===== src/rtl/mem_port_arbiter_if.sv =====
// Bundle of signals between two memory requesters, the arbiter and a single-port
// word memory.
//   Port 0 / port 1 requester side:
//     reqX, weX, addrX, wdataX, lockX  - request with its command
//     gntX                             - request accepted this cycle
//     rdataX, rvalidX                  - registered read response
//   Memory side:
//     mem_addr, mem_in, mem_we         - driven by the arbiter
//     mem_out                          - async read data from the memory
// Modports:
//   slave  - the arbiter
//   master - the environment, meaning the requesters plus the memory
interface mem_port_arbiter_if #(
  parameter int unsigned N = 32,
  parameter int unsigned M = 10
);
  logic         req0;
  logic         we0;
  logic [M-1:0] addr0;
  logic [N-1:0] wdata0;
  logic         lock0;
  logic         gnt0;
  logic [N-1:0] rdata0;
  logic         rvalid0;

  logic         req1;
  logic         we1;
  logic [M-1:0] addr1;
  logic [N-1:0] wdata1;
  logic         lock1;
  logic         gnt1;
  logic [N-1:0] rdata1;
  logic         rvalid1;

  logic [M-1:0] mem_addr;
  logic [N-1:0] mem_in;
  logic         mem_we;
  logic [N-1:0] mem_out;

  modport slave (
    input  req0, we0, addr0, wdata0, lock0,
    input  req1, we1, addr1, wdata1, lock1,
    input  mem_out,
    output gnt0, rdata0, rvalid0,
    output gnt1, rdata1, rvalid1,
    output mem_addr, mem_in, mem_we
  );

  modport master (
    output req0, we0, addr0, wdata0, lock0,
    output req1, we1, addr1, wdata1, lock1,
    output mem_out,
    input  gnt0, rdata0, rvalid0,
    input  gnt1, rdata1, rvalid1,
    input  mem_addr, mem_in, mem_we
  );
endinterface


===== src/rtl/mem_port_arbiter.sv =====
// Round-robin arbiter that shares one single-port word memory (async read,
// posedge write) between an instruction-fetch port (0) and a data port (1).
// A requester may set its lock bit so that it keeps the grant on the next
// cycle, which allows read-modify-write sequences.
// Ports:
//   clock - system clock, all state changes on the posedge
//   reset - asynchronous active-high reset
//   bus   - mem_port_arbiter_if.slave: both request ports, their registered
//           read responses, and the memory address/data/write-enable
module mem_port_arbiter #(
  parameter int unsigned N = 32,
  parameter int unsigned M = 10
) (
  input logic               clock,
  input logic               reset,
  mem_port_arbiter_if.slave bus
);

  typedef enum logic [1:0] {
    ARB   = 2'd0,
    LOCK0 = 2'd1,
    LOCK1 = 2'd2
  } state_t;

  state_t       state_q;
  logic         prio_q;
  logic [N-1:0] rdata0_q;
  logic [N-1:0] rdata1_q;
  logic         rvalid0_q;
  logic         rvalid1_q;

  logic         win0;
  logic         win1;
  logic [M-1:0] addr_sel;
  logic [N-1:0] wdata_sel;
  logic         we_sel;

  // Winner selection. Reset gates the result here so that grants and the
  // memory write strobe fall as soon as reset rises, without a clock edge.
  always_comb begin
    win0 = 1'b0;
    win1 = 1'b0;
    case (state_q)
      ARB: begin
        if (bus.req0 && bus.req1) begin
          win0 = ~prio_q;
          win1 = prio_q;
        end else begin
          win0 = bus.req0;
          win1 = bus.req1;
        end
      end
      LOCK0: begin
        win0 = bus.req0;
        win1 = ~bus.req0 & bus.req1;
      end
      LOCK1: begin
        win1 = bus.req1;
        win0 = ~bus.req1 & bus.req0;
      end
      default: begin
        win0 = 1'b0;
        win1 = 1'b0;
      end
    endcase
    if (reset) begin
      win0 = 1'b0;
      win1 = 1'b0;
    end
  end

  // Memory port mux. With no winner it shows port 0's address and data, but
  // the write strobe stays low.
  always_comb begin
    addr_sel  = bus.addr0;
    wdata_sel = bus.wdata0;
    we_sel    = 1'b0;
    if (win1) begin
      addr_sel  = bus.addr1;
      wdata_sel = bus.wdata1;
      we_sel    = bus.we1;
    end else if (win0) begin
      we_sel    = bus.we0;
    end
  end

  always_ff @(posedge clock or posedge reset) begin
    if (reset) begin
      state_q   <= ARB;
      prio_q    <= 1'b0;
      rdata0_q  <= '0;
      rdata1_q  <= '0;
      rvalid0_q <= 1'b0;
      rvalid1_q <= 1'b0;
    end else begin
      rvalid0_q <= win0 & ~bus.we0;
      rvalid1_q <= win1 & ~bus.we1;
      if (win0 && !bus.we0) rdata0_q <= bus.mem_out;
      if (win1 && !bus.we1) rdata1_q <= bus.mem_out;

      // The pointer moves to the loser only on grants made from ARB. The
      // value prio = ~w is simply win0.
      if (state_q == ARB && (win0 || win1)) prio_q <= win0;

      if (win0)      state_q <= bus.lock0 ? LOCK0 : ARB;
      else if (win1) state_q <= bus.lock1 ? LOCK1 : ARB;
      else           state_q <= ARB;
    end
  end

  assign bus.gnt0     = win0;
  assign bus.gnt1     = win1;
  assign bus.mem_addr = addr_sel;
  assign bus.mem_in   = wdata_sel;
  assign bus.mem_we   = we_sel;
  assign bus.rdata0   = rdata0_q;
  assign bus.rdata1   = rdata1_q;
  assign bus.rvalid0  = rvalid0_q;
  assign bus.rvalid1  = rvalid1_q;

endmodule


===== src/flat_wrapper.sv =====
// flat-port wrapper written by rule: the top's interface ports become plain ports
module mem_port_arbiter_flat 
#(
  parameter int unsigned N = 32,
  parameter int unsigned M = 10
)
  (clock, reset, bus_req0, bus_we0, bus_addr0, bus_wdata0, bus_lock0, bus_req1, bus_we1, bus_addr1, bus_wdata1, bus_lock1, bus_mem_out, bus_gnt0, bus_rdata0, bus_rvalid0, bus_gnt1, bus_rdata1, bus_rvalid1, bus_mem_addr, bus_mem_in, bus_mem_we);
  mem_port_arbiter_if #(.N(N), .M(M)) bus_i ();
  input logic clock;
  input logic reset;
  input wire logic [$bits(bus_i.req0)-1:0] bus_req0;
  input wire logic [$bits(bus_i.we0)-1:0] bus_we0;
  input wire logic [$bits(bus_i.addr0)-1:0] bus_addr0;
  input wire logic [$bits(bus_i.wdata0)-1:0] bus_wdata0;
  input wire logic [$bits(bus_i.lock0)-1:0] bus_lock0;
  input wire logic [$bits(bus_i.req1)-1:0] bus_req1;
  input wire logic [$bits(bus_i.we1)-1:0] bus_we1;
  input wire logic [$bits(bus_i.addr1)-1:0] bus_addr1;
  input wire logic [$bits(bus_i.wdata1)-1:0] bus_wdata1;
  input wire logic [$bits(bus_i.lock1)-1:0] bus_lock1;
  input wire logic [$bits(bus_i.mem_out)-1:0] bus_mem_out;
  output wire logic [$bits(bus_i.gnt0)-1:0] bus_gnt0;
  output wire logic [$bits(bus_i.rdata0)-1:0] bus_rdata0;
  output wire logic [$bits(bus_i.rvalid0)-1:0] bus_rvalid0;
  output wire logic [$bits(bus_i.gnt1)-1:0] bus_gnt1;
  output wire logic [$bits(bus_i.rdata1)-1:0] bus_rdata1;
  output wire logic [$bits(bus_i.rvalid1)-1:0] bus_rvalid1;
  output wire logic [$bits(bus_i.mem_addr)-1:0] bus_mem_addr;
  output wire logic [$bits(bus_i.mem_in)-1:0] bus_mem_in;
  output wire logic [$bits(bus_i.mem_we)-1:0] bus_mem_we;
  assign bus_i.req0 = bus_req0;
  assign bus_i.we0 = bus_we0;
  assign bus_i.addr0 = bus_addr0;
  assign bus_i.wdata0 = bus_wdata0;
  assign bus_i.lock0 = bus_lock0;
  assign bus_i.req1 = bus_req1;
  assign bus_i.we1 = bus_we1;
  assign bus_i.addr1 = bus_addr1;
  assign bus_i.wdata1 = bus_wdata1;
  assign bus_i.lock1 = bus_lock1;
  assign bus_i.mem_out = bus_mem_out;
  assign bus_gnt0 = bus_i.gnt0;
  assign bus_rdata0 = bus_i.rdata0;
  assign bus_rvalid0 = bus_i.rvalid0;
  assign bus_gnt1 = bus_i.gnt1;
  assign bus_rdata1 = bus_i.rdata1;
  assign bus_rvalid1 = bus_i.rvalid1;
  assign bus_mem_addr = bus_i.mem_addr;
  assign bus_mem_in = bus_i.mem_in;
  assign bus_mem_we = bus_i.mem_we;
  mem_port_arbiter #(.N(N), .M(M)) u_core (.clock(clock), .reset(reset), .bus(bus_i));
endmodule

===== config.mk =====
export PLATFORM = sky130hd
export DESIGN_NAME = mem_port_arbiter_flat
export DESIGN_NICKNAME = d
export VERILOG_FILES = /design/src/rtl/mem_port_arbiter_if.sv /design/src/rtl/mem_port_arbiter.sv /design/src/flat_wrapper.sv
export SDC_FILE = /design/constraint.sdc
export NUM_CORES = 1
export LEC_CHECK = 0
export CAP_MARGIN = 25
export CORE_AREA = 3 3 103 105
export CTS_BUF_LIST = sky130_fd_sc_hd__clkbuf_4 sky130_fd_sc_hd__clkbuf_8
export CTS_CLUSTER_SIZE = 25
export DETAILED_ROUTE_END_ITERATION = 8
export DIE_AREA = 0 0 106 108
export HOLD_SLACK_MARGIN = 0.06
export PLACE_DENSITY = 0.79
export SYNTH_ARGS = -nofsm -noshare
export SYNTH_HDL_FRONTEND = slang
export SYNTH_SLANG_ARGS = --single-unit

===== constraint.sdc =====
create_clock -name clock -period 2.1 [get_ports clock]
set_input_delay 0.21 -clock clock [delete_from_list [all_inputs] [get_ports clock]]
set_output_delay 0.21 -clock clock [all_outputs]
set_load 0.03 [all_outputs]

**Clock wires, drivers and flops**

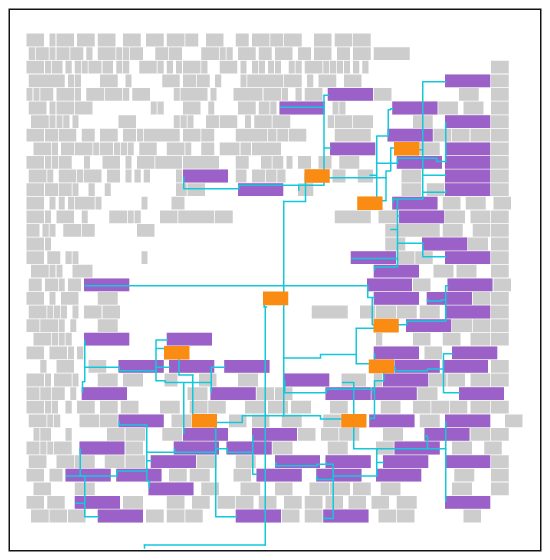
- clock wires: cyan (length 882 um)
- flip-flops: purple (count 69)
- cells driving clock nets: orange (count 9)
- flops lie: all over the die
- routed clock nets: 10
Clock Power: 0.00111 W
Final Skew: 12.7 ps
Clock power frac: 19.4%
worst skew pair latency: 340 ps

**Placed cells, one colour a class**

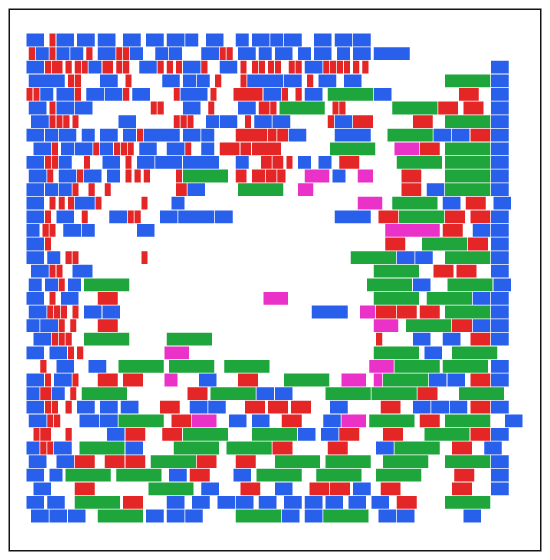
- all other logic: red (cells 209; share of their area 23%)
- other buffers and delay cells: blue (cells 247; share of their area 43%)
- flip-flops: green (cells 69; share of their area 30%)
- clock drivers and dummy loads: magenta (cells 16; share of their area 3.6%)
post-route cell area: 5910 um^2
Row Count: 36

**Clock nets**

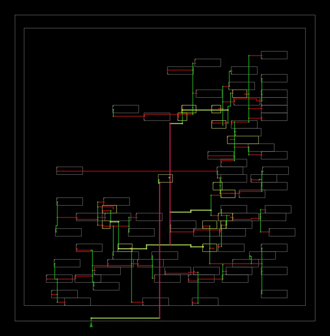
Sink Count: 69
CLK BUF: 10
FFs & Latches: 69
Num CTS Buffers: 9

**Register map, names as in the netlist**

The bar under the picture is 20 um long. Other sequential cells in the stronger grey, the rest of the logic in the fainter grey.
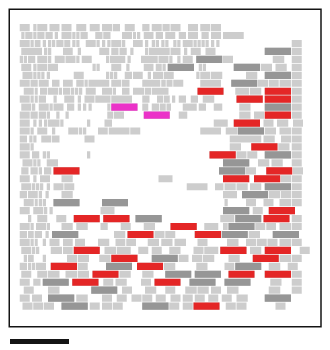
- `u_core.bus.rdata1`: red (sequential cells 32)
- `u_core.state_q`: magenta (sequential cells 2)
- not coloured: 35
FF/Latch Area: 1730 um^2
seq pwr: 0.00188 W
Final Util: 60.8%
Seq/total area: 29.2%

==> flow_summary.yaml <==
# implementation run metrics
global_routing:
  grt_pass1_wl_um: 15600
  antenna_found_initial: 0
  met1_usage_pct: 18.5
  grt-busiest-layer: "met2"
  grt_max_degree: 43
  grt_util_met3_pct: 6.87
  grt-ovfl-total: 0
  grt_use_met2_pct: 32.3
  grt_util_all_layers_pct: 17.5
  grt_pass1_vias: 3197
final_timing:
  fin_hold_ws_ps: 347
  layout_min_cycle_time_ps: 2030
  maxSlewViolCount: 0
  worst_slew_pin_slew_ps: 504
  fin_tns_setup_ps: 0
  hold_viol: 0
  rsz0062_at_grt: "yes"
  slew_headroom_pct: 66.4
  fin_crit_sh_pct: 96.5
  setup_viol: 0
  fmax_ghz: 0.494
yosys:
  ys_seq_share_pct: 55.5
  synth_area_um2: 3110
  syn-num-nets: 416
  mux_share_pct: 23.2
  ys_types: 22
  syn_area_per_cell_um2: 10.7
  async_flop_share_pct: 100
  top_area_share_pct: 55.5
  xor_share_pct: 0
  adder_share_pct: 0
  ys_cells: 292
  simple_gate_share_pct: 17.3
  yosys_warnings: 0
  synth_top_flop_cell: "dfrtp_1"
  yosys_area_um2: 3110
  yosysMostFrequentCell: "nand2_1"
  synth.cellmix.compoundShare_pct: 1.69
  edf_count: 0
  synth_cells: 292
  ys_seq_elements: 69
  topCellsByArea: "dfrtp_1, nand2_1, mux2_2"
  common_cells: "nand2_1, dfrtp_1, mux2_2"
  logic_family: "multiplexers"
  yosysTopAreaCell: "dfrtp_1"
flow_run:
  drv_cap: 0
  warning_count: 27
routing:
  route.detailed.drc: 0
  drtIter0Drc: 134
  route.met2.wl_um: 5390
  wl_met1_um: 3640
  wl_per_cell_um: 14.9
  dr.max_layer_used: "met4"
  ant_nets: 0
  dr.pass1.iters: 4
  avgViaCountPerCell: 4.45
  wl_met3_um: 896
  vias: 3002
  wl_um: 10100
setup_path:
  crit_path_end_kind: "output pin"
  rr_worst_depth: 8
  r2r_start: "u_core.state_q[0]"
  path_class: "flip-flop to output pin"
  worstPathArrival_ps: 1820
  crit_start: "u_core.prio_q"
  crit_path_start_kind: "flip-flop"
  ff2ff_setup_slack_ps: 150
  worstPathMaxFanout: 14
  worst_ep_required_time_ps: 1890
cells_and_area:
  inv_count: 3
  nNonClkBuffers: 247
  buf_share_pct: 41.7
  area_growth_pct: 90.0
  multi_input_comb_cells: 206
  fillCellCount: 821
  layout-drive-gt1-share_pct: 22.0
  most-common-layout-cells: "clkdlybuf4s50_1, nand2_1, dfrtp_1"
  diodes: 0
  largest_cell_class: "buffers"
  sh_comb_area_pct: 22.6
  clk_share_pct: 3.49
  comb_area_um2: 1340
  final_nets: 660
  lay_top_count: "clkdlybuf4s50_1"
clock_network:
  cts_tree: "built"
  post_cts_resized: 1
  root_buffer: "clkbuf_8"
  clk_pin_slew_ps: 80
  htreeDepth: 3
  clk_path_buf_depth: 2
  cts-hold-fix-buffers: 0
  cts_setup_buffers: 1
power_and_ir_drop:
  swShare_pct: 37.6
  p_sw_w: 0.00215
  top_power_group: "combinational cells"
  irDropWorstVdd_uv: 472
  p_leak_nw: 2.69
  internal_power_w: 0.00356
  p_seq_share_pct: 32.9
  pwr-share-comb_pct: 47.6
  powerDensity_nw_per_um2: 965
  p_comb_w: 0.00272
place:
  postPlaceCellArea_um2: 5630
  hpwl_um: 8100
  place_congestion: 0.788
  port_buffers: 234
floorplanning:
  initial_utilization_pct: 32.0
  die-area_um2: 11400
  die_x_um: 106
  nWellTaps: 133
  core_region_area_um2: 9730
  fp.dieH_um: 108
  pin_count: 235
min_path:
  hp-class: "input port to asynchronous set/reset pin"
outcome:
  status: "completed"
-- path summary, 6_finish.rpt --
path / to
max in group asynchronous: u_core.bus.rdata1[5]
max reg2reg: u_core.bus.rdata1[0]
min: u_core.bus.rdata1[23]
min in group clock: u_core.state_q[1]
min reg2reg: u_core.bus.rdata1[5]
max: bus_mem_we
-- stage by stage --
stage / instances / power [W] / setup slack, ps
4_1_cts: 672 / 0.00577 / 34.7
3_5_place_dp: 655 / 0.00463 / 129
5_1_grt: 674 / 0.00601 / -40.9
2_1_floorplan: 292 / 0.00330 / 150
6_report: 674 / 0.00571 / 74.0
3_3_place_gp: 655 / 0.00457 / 217
-- critical path: stages (launching register included) --
cell and delay, ps:
dfrtp_1 420, o21ba_4 240, o21ai_4 210, inv_2 90, buf_8 160, a22o_4 220
buf_12 130
Power is estimated from default activity; no workload was simulated.
